--- config.mk ---
export PLATFORM = sky130hd
export DESIGN_NAME = fifo_rd_packer
export DESIGN_NICKNAME = d
export VERILOG_FILES = /design/src/rtl/fifo_rd_packer_pkg.sv /design/src/rtl/fifo_rd_idle_timer.sv /design/src/rtl/fifo_rd_packer.sv
export SDC_FILE = /design/constraint.sdc
export NUM_CORES = 1
export LEC_CHECK = 0
export ABC_AREA = 1
export CAP_MARGIN = 10
export CELL_PAD_IN_SITES_DETAIL_PLACEMENT = 1
export CELL_PAD_IN_SITES_GLOBAL_PLACEMENT = 2
export CORE_MARGIN = 2
export CORE_UTILIZATION = 33
export CTS_CLUSTER_DIAMETER = 100
export DETAILED_ROUTE_END_ITERATION = 8
export MAX_ROUTING_LAYER = met4
export PLACE_DENSITY = 0.78
export RECOVER_POWER = 100
export SYNTH_ARGS = -nofsm -noshare
export SYNTH_HDL_FRONTEND = slang
export SYNTH_SLANG_ARGS = --single-unit
--- constraint.sdc ---
create_clock -name rd_clk -period 2.47 [get_ports rd_clk]
set_clock_uncertainty 0.15 [all_clocks]
set_input_delay 0.3705 -clock rd_clk [delete_from_list [all_inputs] [get_ports rd_clk]]
set_output_delay 0.3705 -clock rd_clk [all_outputs]
set_load 0.02 [all_outputs]
--- src/rtl/fifo_rd_packer_pkg.sv ---
// fifo_rd_packer_pkg: shared types, default parameters and helpers for the
// read-side FIFO packer.
//   word_t / keep_t : packed output word and lane-keep mask at default sizes
//   fill_keep()     : low-aligned keep mask for a given lane fill count
package fifo_rd_packer_pkg;

    localparam int unsigned DEF_DATA_WIDTH = 8;
    localparam int unsigned DEF_PACK_RATIO = 4;
    localparam int unsigned DEF_TIMEOUT    = 16;
    localparam int unsigned DEF_WORD_W     = DEF_DATA_WIDTH * DEF_PACK_RATIO;

    // Widest pack ratio fill_keep() can describe; callers slice to their width.
    localparam int unsigned MAX_PACK_RATIO = 32;

    typedef logic [DEF_WORD_W-1:0]     word_t;
    typedef logic [DEF_PACK_RATIO-1:0] keep_t;

    // Ones in lanes [fill-1:0], zero above.
    function automatic logic [MAX_PACK_RATIO-1:0] fill_keep(input int unsigned fill);
        logic [MAX_PACK_RATIO-1:0] mask;
        mask = '0;
        for (int unsigned i = 0; i < MAX_PACK_RATIO; i++) begin
            if (i < fill) begin
                mask[i] = 1'b1;
            end
        end
        return mask;
    endfunction

endpackage

--- src/rtl/fifo_rd_idle_timer.sv ---
// fifo_rd_idle_timer: counts idle cycles and signals when TIMEOUT is reached.
//   clk      : clock
//   rst_n    : synchronous active-low reset
//   clr      : clear the count (wins over en)
//   en       : count this cycle
//   expire_c : combinational; high in the enabled cycle that reaches TIMEOUT,
//              and stays high while enabled until cleared
module fifo_rd_idle_timer
    import fifo_rd_packer_pkg::*;
#(
    parameter int unsigned TIMEOUT = DEF_TIMEOUT
) (
    input  logic clk,
    input  logic rst_n,
    input  logic clr,
    input  logic en,
    output logic expire_c
);

    localparam int unsigned CW = (TIMEOUT > 1) ? $clog2(TIMEOUT) : 1;
    localparam logic [CW-1:0] LAST = CW'(TIMEOUT - 1);

    logic [CW-1:0] count_q;

    // The count saturates at TIMEOUT-1 so an expiry that cannot be acted on
    // (output register busy) stays pending rather than wrapping.
    assign expire_c = en && (count_q == LAST);

    always_ff @(posedge clk) begin
        if (!rst_n || clr) begin
            count_q <= '0;
        end else if (en && (count_q != LAST)) begin
            count_q <= count_q + CW'(1);
        end
    end

endmodule

--- src/rtl/fifo_rd_packer.sv ---
// fifo_rd_packer: read-domain consumer of the async FIFO. Pops DATA_WIDTH
// entries and packs PACK_RATIO of them (first pop in lane 0) into one word
// presented on a valid/ready stream.
//   rd_clk, rd_rst_n : clock, synchronous active-low reset
//   rd_en            : FIFO pop request (combinational, never while empty)
//   rd_data, empty   : FIFO read data (cycle after pop), empty flag
//   out_valid/ready  : output handshake
//   out_data         : packed word
//   out_keep         : per-lane valid mask
// Build option: define FIFO_RD_PACKER_TIMEOUT_EN to flush a partial word after
// TIMEOUT idle cycles with a partial keep mask; otherwise keep is all ones.
module fifo_rd_packer
    import fifo_rd_packer_pkg::*;
#(
    parameter int unsigned DATA_WIDTH = DEF_DATA_WIDTH,
    parameter int unsigned PACK_RATIO = DEF_PACK_RATIO,
    parameter int unsigned TIMEOUT    = DEF_TIMEOUT
) (
    input  logic                             rd_clk,
    input  logic                             rd_rst_n,
    output logic                             rd_en,
    input  logic [DATA_WIDTH-1:0]            rd_data,
    input  logic                             empty,
    output logic                             out_valid,
    input  logic                             out_ready,
    output logic [DATA_WIDTH*PACK_RATIO-1:0] out_data,
    output logic [PACK_RATIO-1:0]            out_keep
);

    localparam int unsigned WORD_W = DATA_WIDTH * PACK_RATIO;
    localparam int unsigned CNT_W  = $clog2(PACK_RATIO + 1);

    logic [PACK_RATIO-1:0][DATA_WIDTH-1:0] asm_q;
    logic [CNT_W-1:0]                      cnt_q;
    logic                                  pend_q;

    logic [CNT_W-1:0] cnt_eff_c;
    logic             full_c;
    logic             slot_free_c;
    logic             xfer_c;
    logic             capture_c;
    logic             flush_c;

    // Output register can take a new word this cycle.
    assign slot_free_c = !out_valid || out_ready;
    assign full_c      = (cnt_q == CNT_W'(PACK_RATIO));
    assign xfer_c      = full_c && slot_free_c;
    assign cnt_eff_c   = xfer_c ? '0 : cnt_q;
    assign capture_c   = pend_q;

    // Pop only if the lane it will land in is guaranteed free, counting the
    // pop already in flight.
    assign rd_en = rd_rst_n && !empty && !flush_c &&
                   (({1'b0, cnt_eff_c} + {{CNT_W{1'b0}}, pend_q}) <
                    (CNT_W + 1)'(PACK_RATIO));

`ifdef FIFO_RD_PACKER_TIMEOUT_EN
    logic                                  idle_c;
    logic                                  expire_c;
    logic [PACK_RATIO-1:0]                 flush_keep_c;
    logic [PACK_RATIO-1:0][DATA_WIDTH-1:0] flush_data_c;

    // Partial word parked with nothing arriving.
    assign idle_c = (cnt_q != '0) && !full_c && !pend_q && empty;

    fifo_rd_idle_timer #(
        .TIMEOUT (TIMEOUT)
    ) u_idle_timer (
        .clk      (rd_clk),
        .rst_n    (rd_rst_n),
        .clr      (capture_c || flush_c),
        .en       (idle_c),
        .expire_c (expire_c)
    );

    assign flush_c = expire_c && slot_free_c;

    // Partial word with unfilled lanes forced to zero.
    always_comb begin
        flush_keep_c = PACK_RATIO'(fill_keep(32'(cnt_q)));
        for (int unsigned i = 0; i < PACK_RATIO; i++) begin
            flush_data_c[i] = flush_keep_c[i] ? asm_q[i] : '0;
        end
    end
`else
    logic unused_timeout;

    assign flush_c        = 1'b0;
    assign unused_timeout = ^32'(TIMEOUT);
`endif

    // Assembly lanes: data only, no reset needed.
    always_ff @(posedge rd_clk) begin
        for (int unsigned i = 0; i < PACK_RATIO; i++) begin
            if (rd_rst_n && capture_c && (cnt_eff_c == CNT_W'(i))) begin
                asm_q[i] <= rd_data;
            end
        end
    end

    // Fill count and in-flight tracking; a pre-reset pop is dropped with pend_q.
    always_ff @(posedge rd_clk) begin
        if (!rd_rst_n) begin
            cnt_q  <= '0;
            pend_q <= 1'b0;
        end else begin
            pend_q <= rd_en;
            if (capture_c) begin
                cnt_q <= cnt_eff_c + CNT_W'(1);
            end else if (xfer_c || flush_c) begin
                cnt_q <= '0;
            end
        end
    end

    // Output register: loads on xfer/flush, otherwise clears on accept.
    always_ff @(posedge rd_clk) begin
        if (!rd_rst_n) begin
            out_valid <= 1'b0;
            out_data  <= '0;
            out_keep  <= '0;
        end else if (xfer_c) begin
            out_valid <= 1'b1;
            out_data  <= WORD_W'(asm_q);
            out_keep  <= '1;
        end
`ifdef FIFO_RD_PACKER_TIMEOUT_EN
        else if (flush_c) begin
            out_valid <= 1'b1;
            out_data  <= WORD_W'(flush_data_c);
            out_keep  <= flush_keep_c;
        end
`endif
        else if (out_valid && out_ready) begin
            out_valid <= 1'b0;
        end
    end

endmodule

**Met2 routing**

Cells faint in the background.
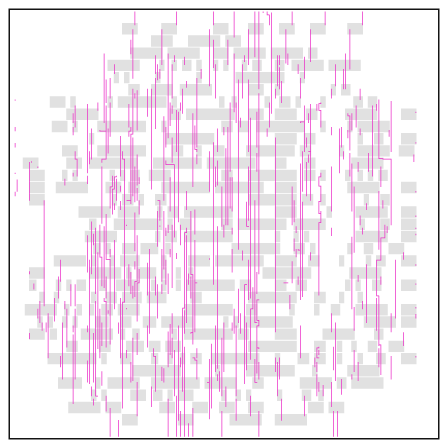
wire length on this layer: 2820 um
main direction: vertical
longest straight run: 43.2 um

**Sequential cells colored by netlist name**

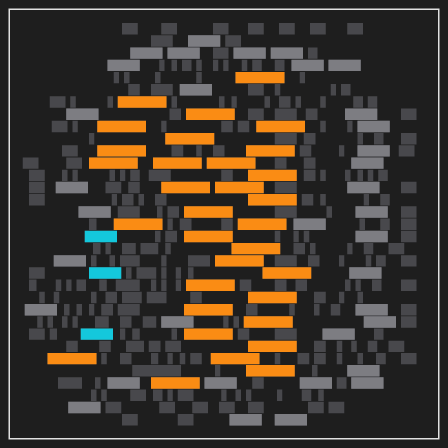
| color | name in the netlist | placed flops |
|---|---|---|
| orange | asm_q | 32 |
| cyan | cnt_q | 3 |
not colored: 35

**Nets reached from selected ports**

Bar = 20 um.
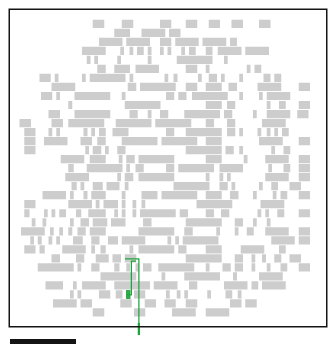
| color | port | direction | end cells | wire |
|---|---|---|---|---|
| green | out_ready | input | 1 | 36.7 um |

**Track usage over the die**

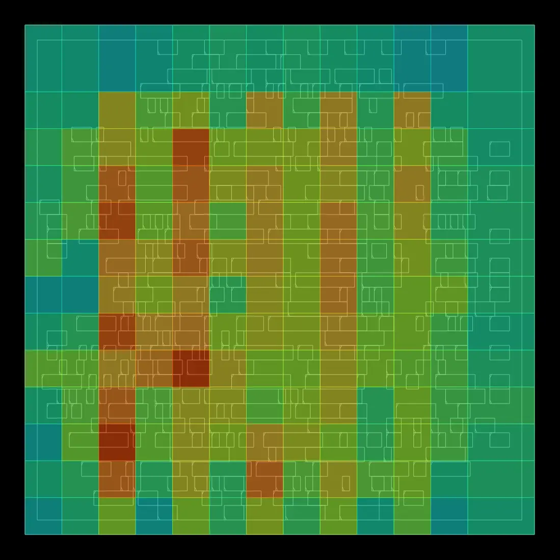
GR peak layer: met2
GRT Util Overall: 0.1456
Final Util: 0.4373
DR WL/cell: 13.55 um

==> results.txt <==
run metrics: first-pass GRT wire length 9632 um, Main logic family simple AND/OR/NAND/NOR gates, initial antenna violation count 0, combinational logic power ~350 uW, ys cells between 200 and 300, Min Clock Period, post-route approximately 2300 ps, Inverters 12, setup TNS 0 ps, Storage cell area 1722 um^2, seq_cells approximately 70, status finished clean, HP Start out_data[22]$_SDFFE_PN0P_, clock-cell share of area 0.06120, Top Ports 50, Syn Std Cell Area around 2800 um^2, Post-CTS Setup Repair Bufs 0, chip area a little over 9000 um^2, area fraction in mux cells 0, Top Metal Used met4, met2 Resource Use GR 0.2283, grt ovf 0, Placed Cells slightly above 400, yosys simple share 0.2739, Hold Vio Cnt, Final 0, aoi share 0.007279, Slowest-stage cell, CP dfxtp_1, yosys stat area ~2800 um^2, most numerous logic cells after layout nor2_1 (54), nand2_1 (42), clkdlybuf4s50_1 (40), CP Depth 12, critical path's largest stage delay 330 ps, critical path class reg2out, Logic Gate Count approximately 160, Post-synth regs ~70, # clk buffers 12, Core Box Area 8134 um^2, Syn Area/Cell around 11 um^2, CP Launch Point cnt_q[0]$_SDFF_PN0_, Tool Warnings 29, Synth Seq Share 0.6260, worst r2r path cells 12, TritonCTS Buffers 9, # rows 33, Final WS setup 121.1 ps, Nets ~330, most numerous logic cell after layout nor2_1, TritonCTS clock tree done, CP Capture Point rd_en, final critical-path share of the clock period 0.9510, DR DRC count 0, met1 usage 0.1758, pre-CTS WS -143.5 ps, comb. cell area about 860 um^2, final antenna diode count 0, CTS clk-pin slew, worst paths roughly 80 ps, Max Fanout on Critical Path 3, die x size about 95 um
cells in the mapped netlist:
library cell / instances / share of area
a21oi_1: 3 / 0.0055
buf_12: 2 / 0.015
buf_2: 8 / 0.015
buf_4: 4 / 0.011
buf_6: 1 / 0.0041
clkbuf_1: 1 / 0.0014
clkinv_4: 1 / 0.0032
dfxtp_1: 38 / 0.28
edfxtp_1: 32 / 0.35
ha_1: 6 / 0.027
inv_1: 10 / 0.014
inv_6: 1 / 0.0032
nand2_1: 42 / 0.057
nand2_2: 2 / 0.0045
nand2_4: 1 / 0.0041
nand3b_1: 32 / 0.087
nor2_1: 55 / 0.075
nor2_2: 20 / 0.045
o21ai_0: 1 / 0.0018
sequential cells by signal (all words and copies together), names as in the netlist:
name       count
asm_q         32
out_data      32
cnt_q          3
capture_c      1
out_keep       1
out_valid      1
Power and IR drop assume default switching activity.
